### Floorplan with the power grid

(3 px per um) Pins as bars on the die edge. Tap cells in gray.
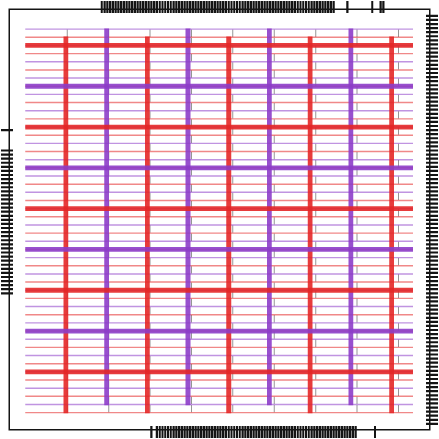
### Placed cells, one color a class

(3 px per um) Fill, decap, tap and diode cells in gray.
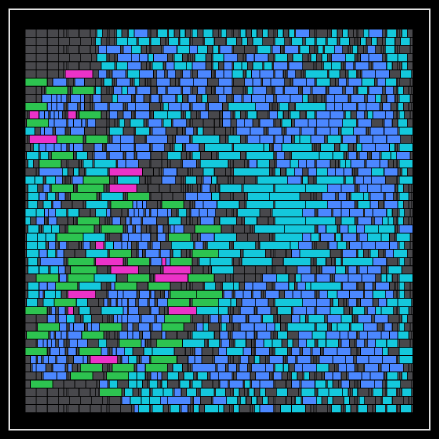
### config.mk
export PLATFORM = sky130hd
export DESIGN_NAME = crossbar_out_resp_flat
export DESIGN_NICKNAME = d
export VERILOG_FILES = /design/src/rtl/crossbar_out_resp_pkg.sv /design/src/rtl/crossbar_out_resp_if.sv /design/src/rtl/crossbar_stall_cnt.sv /design/src/rtl/crossbar_out_resp.sv /design/src/flat_wrapper.sv
export SDC_FILE = /design/constraint.sdc
export NUM_CORES = 1
export LEC_CHECK = 0
export CORE_MARGIN = 5
export CORE_UTILIZATION = 34
export DETAILED_ROUTE_END_ITERATION = 10
export GPL_ROUTABILITY_DRIVEN = 0
export PLACE_DENSITY = 0.71
export SYNTH_ARGS = -nofsm -noshare
export SYNTH_HDL_FRONTEND = slang
export SYNTH_HIERARCHICAL = 1
export SYNTH_SLANG_ARGS = --single-unit
### constraint.sdc
create_clock -name clk_i -period 1.7 [get_ports clk_i]
set_input_delay 0.34 -clock clk_i [delete_from_list [all_inputs] [get_ports clk_i]]
set_output_delay 0.34 -clock clk_i [all_outputs]
set_load 0.01 [all_outputs]
### src/rtl/crossbar_out_resp_pkg.sv
// Shared constants for the PE<->SRAM crossbar pair (request and response sides).
package crossbar_out_resp_pkg;
  localparam int P_MUX_IN    = 4;
  localparam int P_MUX_OUT   = 4;
  localparam int BIT_CONF    = $clog2(P_MUX_IN);
  localparam int P_RD_LAT    = 1;
  localparam int P_CNT_W     = 8;
  localparam int P_STARVE_TH = 64;
  localparam int DATA_W      = 32;

  typedef logic [DATA_W-1:0] word_t;
endpackage

### src/rtl/crossbar_out_resp_if.sv
// Bundle of request/grant inputs and per-PE response outputs of the response crossbar.
interface crossbar_out_resp_if
  import crossbar_out_resp_pkg::*;
#(
  parameter int MUX_IN  = P_MUX_IN,
  parameter int MUX_OUT = P_MUX_OUT
) ();
  logic [MUX_IN-1:0]         rden_i;
  logic [MUX_IN-1:0]         wren_i;
  logic [MUX_OUT*MUX_IN-1:0] peID_i;
  logic [MUX_OUT*DATA_W-1:0] rdata_i;
  logic [MUX_IN-1:0]         gnt_o;
  logic [MUX_IN-1:0]         stall_o;
  logic [MUX_IN-1:0]         rvalid_o;
  logic [MUX_IN*DATA_W-1:0]  rdata_o;
  logic [MUX_IN-1:0]         wack_o;
  logic [MUX_IN-1:0]         starve_o;

  modport slave (
    input  rden_i, wren_i, peID_i, rdata_i,
    output gnt_o, stall_o, rvalid_o, rdata_o, wack_o, starve_o
  );
  modport master (
    output rden_i, wren_i, peID_i, rdata_i,
    input  gnt_o, stall_o, rvalid_o, rdata_o, wack_o, starve_o
  );
endinterface

### src/rtl/crossbar_stall_cnt.sv
// Per-PE consecutive-stall counter, saturating, with registered starvation flag.
module crossbar_stall_cnt
  import crossbar_out_resp_pkg::*;
#(
  parameter int CNT_W     = P_CNT_W,
  parameter int STARVE_TH = P_STARVE_TH
) (
  input  logic clk_i,
  input  logic rst_i,
  input  logic i_stall,
  output logic o_starve
);
  logic [CNT_W-1:0] r_cnt;
  logic [CNT_W-1:0] w_cnt_nxt;
  logic             r_starve;

  always_comb begin
    w_cnt_nxt = '0;
    if (i_stall) w_cnt_nxt = (&r_cnt) ? r_cnt : r_cnt + 1'b1;
  end

  // Flag is derived from the next count so it lines up with the counter register.
  always_ff @(posedge clk_i) begin
    if (rst_i) begin
      r_cnt    <= '0;
      r_starve <= 1'b0;
    end else begin
      r_cnt    <= w_cnt_nxt;
      r_starve <= (32'(w_cnt_nxt) >= 32'(STARVE_TH));
    end
  end

  assign o_starve = r_starve;
endmodule

### src/rtl/crossbar_out_resp.sv
// Response side of the PE/bank crossbar: grant/stall decode, latency-aligned read return,
// write acks and per-PE starvation tracking.
module crossbar_out_resp
  import crossbar_out_resp_pkg::*;
#(
  parameter int MUX_IN    = P_MUX_IN,
  parameter int MUX_OUT   = P_MUX_OUT,
  parameter int RD_LAT    = P_RD_LAT,
  parameter int CNT_W     = P_CNT_W,
  parameter int STARVE_TH = P_STARVE_TH
) (
  input  logic clk_i,
  input  logic rst_i,
  crossbar_out_resp_if.slave bus
);
  localparam int LAST = RD_LAT - 1;

  logic [MUX_IN-1:0]                         w_req, w_gnt, w_stall, w_rd_acc, w_wr_acc;
  logic [MUX_IN-1:0][MUX_OUT-1:0]            w_sel;
  logic [MUX_OUT-1:0][DATA_W-1:0]            w_bank_data;
  logic [MUX_IN-1:0][DATA_W-1:0]             w_rdata;
  logic [MUX_IN-1:0]                         w_starve;
  logic [RD_LAT-1:0][MUX_IN-1:0]             r_vld_pipe;
  logic [RD_LAT-1:0][MUX_IN-1:0][MUX_OUT-1:0] r_sel_pipe;
  logic [MUX_IN-1:0]                         r_wack;

  assign w_bank_data = bus.rdata_i;

  // Transpose per-bank PE selects into per-PE bank selects.
  always_comb begin
    w_sel = '0;
    w_gnt = '0;
    for (int p = 0; p < MUX_IN; p++) begin
      for (int b = 0; b < MUX_OUT; b++) w_sel[p][b] = bus.peID_i[b*MUX_IN+p];
      w_gnt[p] = |w_sel[p];
    end
  end

  assign w_req    = bus.rden_i | bus.wren_i;
  assign w_stall  = w_req & ~w_gnt;
  assign w_rd_acc = w_gnt & bus.rden_i & ~bus.wren_i;
  assign w_wr_acc = w_gnt & bus.wren_i;

  always_ff @(posedge clk_i) begin
    if (rst_i) begin
      r_vld_pipe <= '0;
      r_wack     <= '0;
    end else begin
      r_vld_pipe[0] <= w_rd_acc;
      for (int s = 1; s < RD_LAT; s++) r_vld_pipe[s] <= r_vld_pipe[s-1];
      r_wack <= w_wr_acc;
    end
  end

  // Bank selects carry no reset; they are only observed through the valid mask.
  always_ff @(posedge clk_i) begin
    for (int p = 0; p < MUX_IN; p++)
      r_sel_pipe[0][p] <= w_rd_acc[p] ? w_sel[p] : '0;
    for (int s = 1; s < RD_LAT; s++) r_sel_pipe[s] <= r_sel_pipe[s-1];
  end

  for (genvar gp = 0; gp < MUX_IN; gp++) begin : g_pe
    logic [DATA_W-1:0] w_mux;

    always_comb begin
      w_mux = '0;
      for (int b = 0; b < MUX_OUT; b++)
        if (r_sel_pipe[LAST][gp][b]) w_mux |= w_bank_data[b];
    end

    assign w_rdata[gp] = r_vld_pipe[LAST][gp] ? w_mux : '0;

    crossbar_stall_cnt #(
      .CNT_W     (CNT_W),
      .STARVE_TH (STARVE_TH)
    ) u_cnt (
      .clk_i    (clk_i),
      .rst_i    (rst_i),
      .i_stall  (w_stall[gp]),
      .o_starve (w_starve[gp])
    );
  end

  assign bus.gnt_o    = w_gnt;
  assign bus.stall_o  = w_stall;
  assign bus.rvalid_o = r_vld_pipe[LAST];
  assign bus.rdata_o  = w_rdata;
  assign bus.wack_o   = r_wack;
  assign bus.starve_o = w_starve;
endmodule

### src/flat_wrapper.sv
// flat-port wrapper written by rule: the top's interface ports become plain ports
module crossbar_out_resp_flat import crossbar_out_resp_pkg::*;
#(
  parameter int MUX_IN    = P_MUX_IN,
  parameter int MUX_OUT   = P_MUX_OUT,
  parameter int RD_LAT    = P_RD_LAT,
  parameter int CNT_W     = P_CNT_W,
  parameter int STARVE_TH = P_STARVE_TH
)
  (clk_i, rst_i, bus_rden_i, bus_wren_i, bus_peID_i, bus_rdata_i, bus_gnt_o, bus_stall_o, bus_rvalid_o, bus_rdata_o, bus_wack_o, bus_starve_o);
  crossbar_out_resp_if #(.MUX_IN(MUX_IN), .MUX_OUT(MUX_OUT)) bus_i ();
  input  logic clk_i;
  input  logic rst_i;
  input wire logic [$bits(bus_i.rden_i)-1:0] bus_rden_i;
  input wire logic [$bits(bus_i.wren_i)-1:0] bus_wren_i;
  input wire logic [$bits(bus_i.peID_i)-1:0] bus_peID_i;
  input wire logic [$bits(bus_i.rdata_i)-1:0] bus_rdata_i;
  output wire logic [$bits(bus_i.gnt_o)-1:0] bus_gnt_o;
  output wire logic [$bits(bus_i.stall_o)-1:0] bus_stall_o;
  output wire logic [$bits(bus_i.rvalid_o)-1:0] bus_rvalid_o;
  output wire logic [$bits(bus_i.rdata_o)-1:0] bus_rdata_o;
  output wire logic [$bits(bus_i.wack_o)-1:0] bus_wack_o;
  output wire logic [$bits(bus_i.starve_o)-1:0] bus_starve_o;
  assign bus_i.rden_i = bus_rden_i;
  assign bus_i.wren_i = bus_wren_i;
  assign bus_i.peID_i = bus_peID_i;
  assign bus_i.rdata_i = bus_rdata_i;
  assign bus_gnt_o = bus_i.gnt_o;
  assign bus_stall_o = bus_i.stall_o;
  assign bus_rvalid_o = bus_i.rvalid_o;
  assign bus_rdata_o = bus_i.rdata_o;
  assign bus_wack_o = bus_i.wack_o;
  assign bus_starve_o = bus_i.starve_o;
  crossbar_out_resp #(.MUX_IN(MUX_IN), .MUX_OUT(MUX_OUT), .RD_LAT(RD_LAT), .CNT_W(CNT_W), .STARVE_TH(STARVE_TH)) u_core (.clk_i(clk_i), .rst_i(rst_i), .bus(bus_i));
endmodule
==> run notes <==
Flow results.

- The routed design shows a via density per instance of 6.53.
- The timing report gives the biggest stage delay along the critical path as 0.38 ns.
- After detailed routing, the number of remaining DRC violations is 0.
- The routed length on met1 is 13.1 mm.
- The critical path in the final layout is reported with a setup slack of -0.0977 ns.
- The portion of synthesized area spent on multiplexers is 0.
- The maximum clock skew at final layout is 0.00490 ns.
- The worst setup path is of the reg -> out kind.
- The first detailed-routing pass took 8 iterations.
- The area reported by Yosys stat is 5720 um2.
- The main logic family after synthesis is AND-OR/OR-AND gates.
- The total wire length after detailed routing is 36.7 mm.
- For reference, the critical path cell chain is buf_6 -> buf_16 -> a22oi_2 -> a21boi_1 -> buf_2.
- The flow ran to the end, but the final reports show violations.
- Global routing finished with a remaining overflow of 0.
- The via count of the first global-routing pass is 8088.
- The time the final worst path needs with I/O delays and setup is 1.80 ns.
- The design has 60 sequential cells.
- The destination of the worst hold path is u_core/r_sel_pipe[2].
- Detailed placement reports a standard cell area of 9410 um2.
- The initial antenna violation count is 4.
- Checking max transition, the worst relative margin is 0.761.
- The post-synthesis net count is 847.
- After detailed routing, the met2 layer carries 16.5 mm of wire.
- Hold is met by 0.357 ns.
- The timing report attributes the biggest portion of critical-path delay to buffers and inverters.
- The last timing report of the flow puts the setup violation total at 67.
- The area added between synthesis and finish is 100%.
- By count the netlist is led by sky130_fd_sc_hd__a22oi_1 (256), sky130_fd_sc_hd__a21boi_1 (128), sky130_fd_sc_hd__dfxtp_1 (60), sky130_fd_sc_hd__nor2_1 (32), sky130_fd_sc_hd__buf_2 (24).
- Global route summary, busiest routing layer listed as met2.
- The startpoint of the most critical setup path is u_core/r_sel_pipe[10].
- In the Yosys report the total cell count is 689.
- The final reports fail on setup timing.
- The internal portion of the total power is 0.00363 W.
- Switching power as a fraction of the total was reported as 0.309.
- Looking at the gate-level netlist, the highest instance count belongs to sky130_fd_sc_hd__a22oi_1.
- The most critical min-delay path falls under in -> reg.
About 'Floorplan with the power grid':
Key: VDD = purple; VSS = red
220 tap cells. 9 straps on met4. 9 straps on met5. 48 met1 rails follow the rows.
core outline area: 16500 um2
die y size: 140 um
x dimension of the die: 140 um

About 'Placed cells, one color a class':
Key: all other logic = blue [cells 564, share of their area 46%]; other buffers and delay cells = cyan [cells 438, share of their area 40%]; clock drivers and dummy loads = magenta [cells 16, share of their area 2.8%]; flip-flops = green [cells 60, share of their area 11%]
Site Rows: 47
post-route cell area: 11500 um2

Power is estimated from default activity; no workload was simulated.
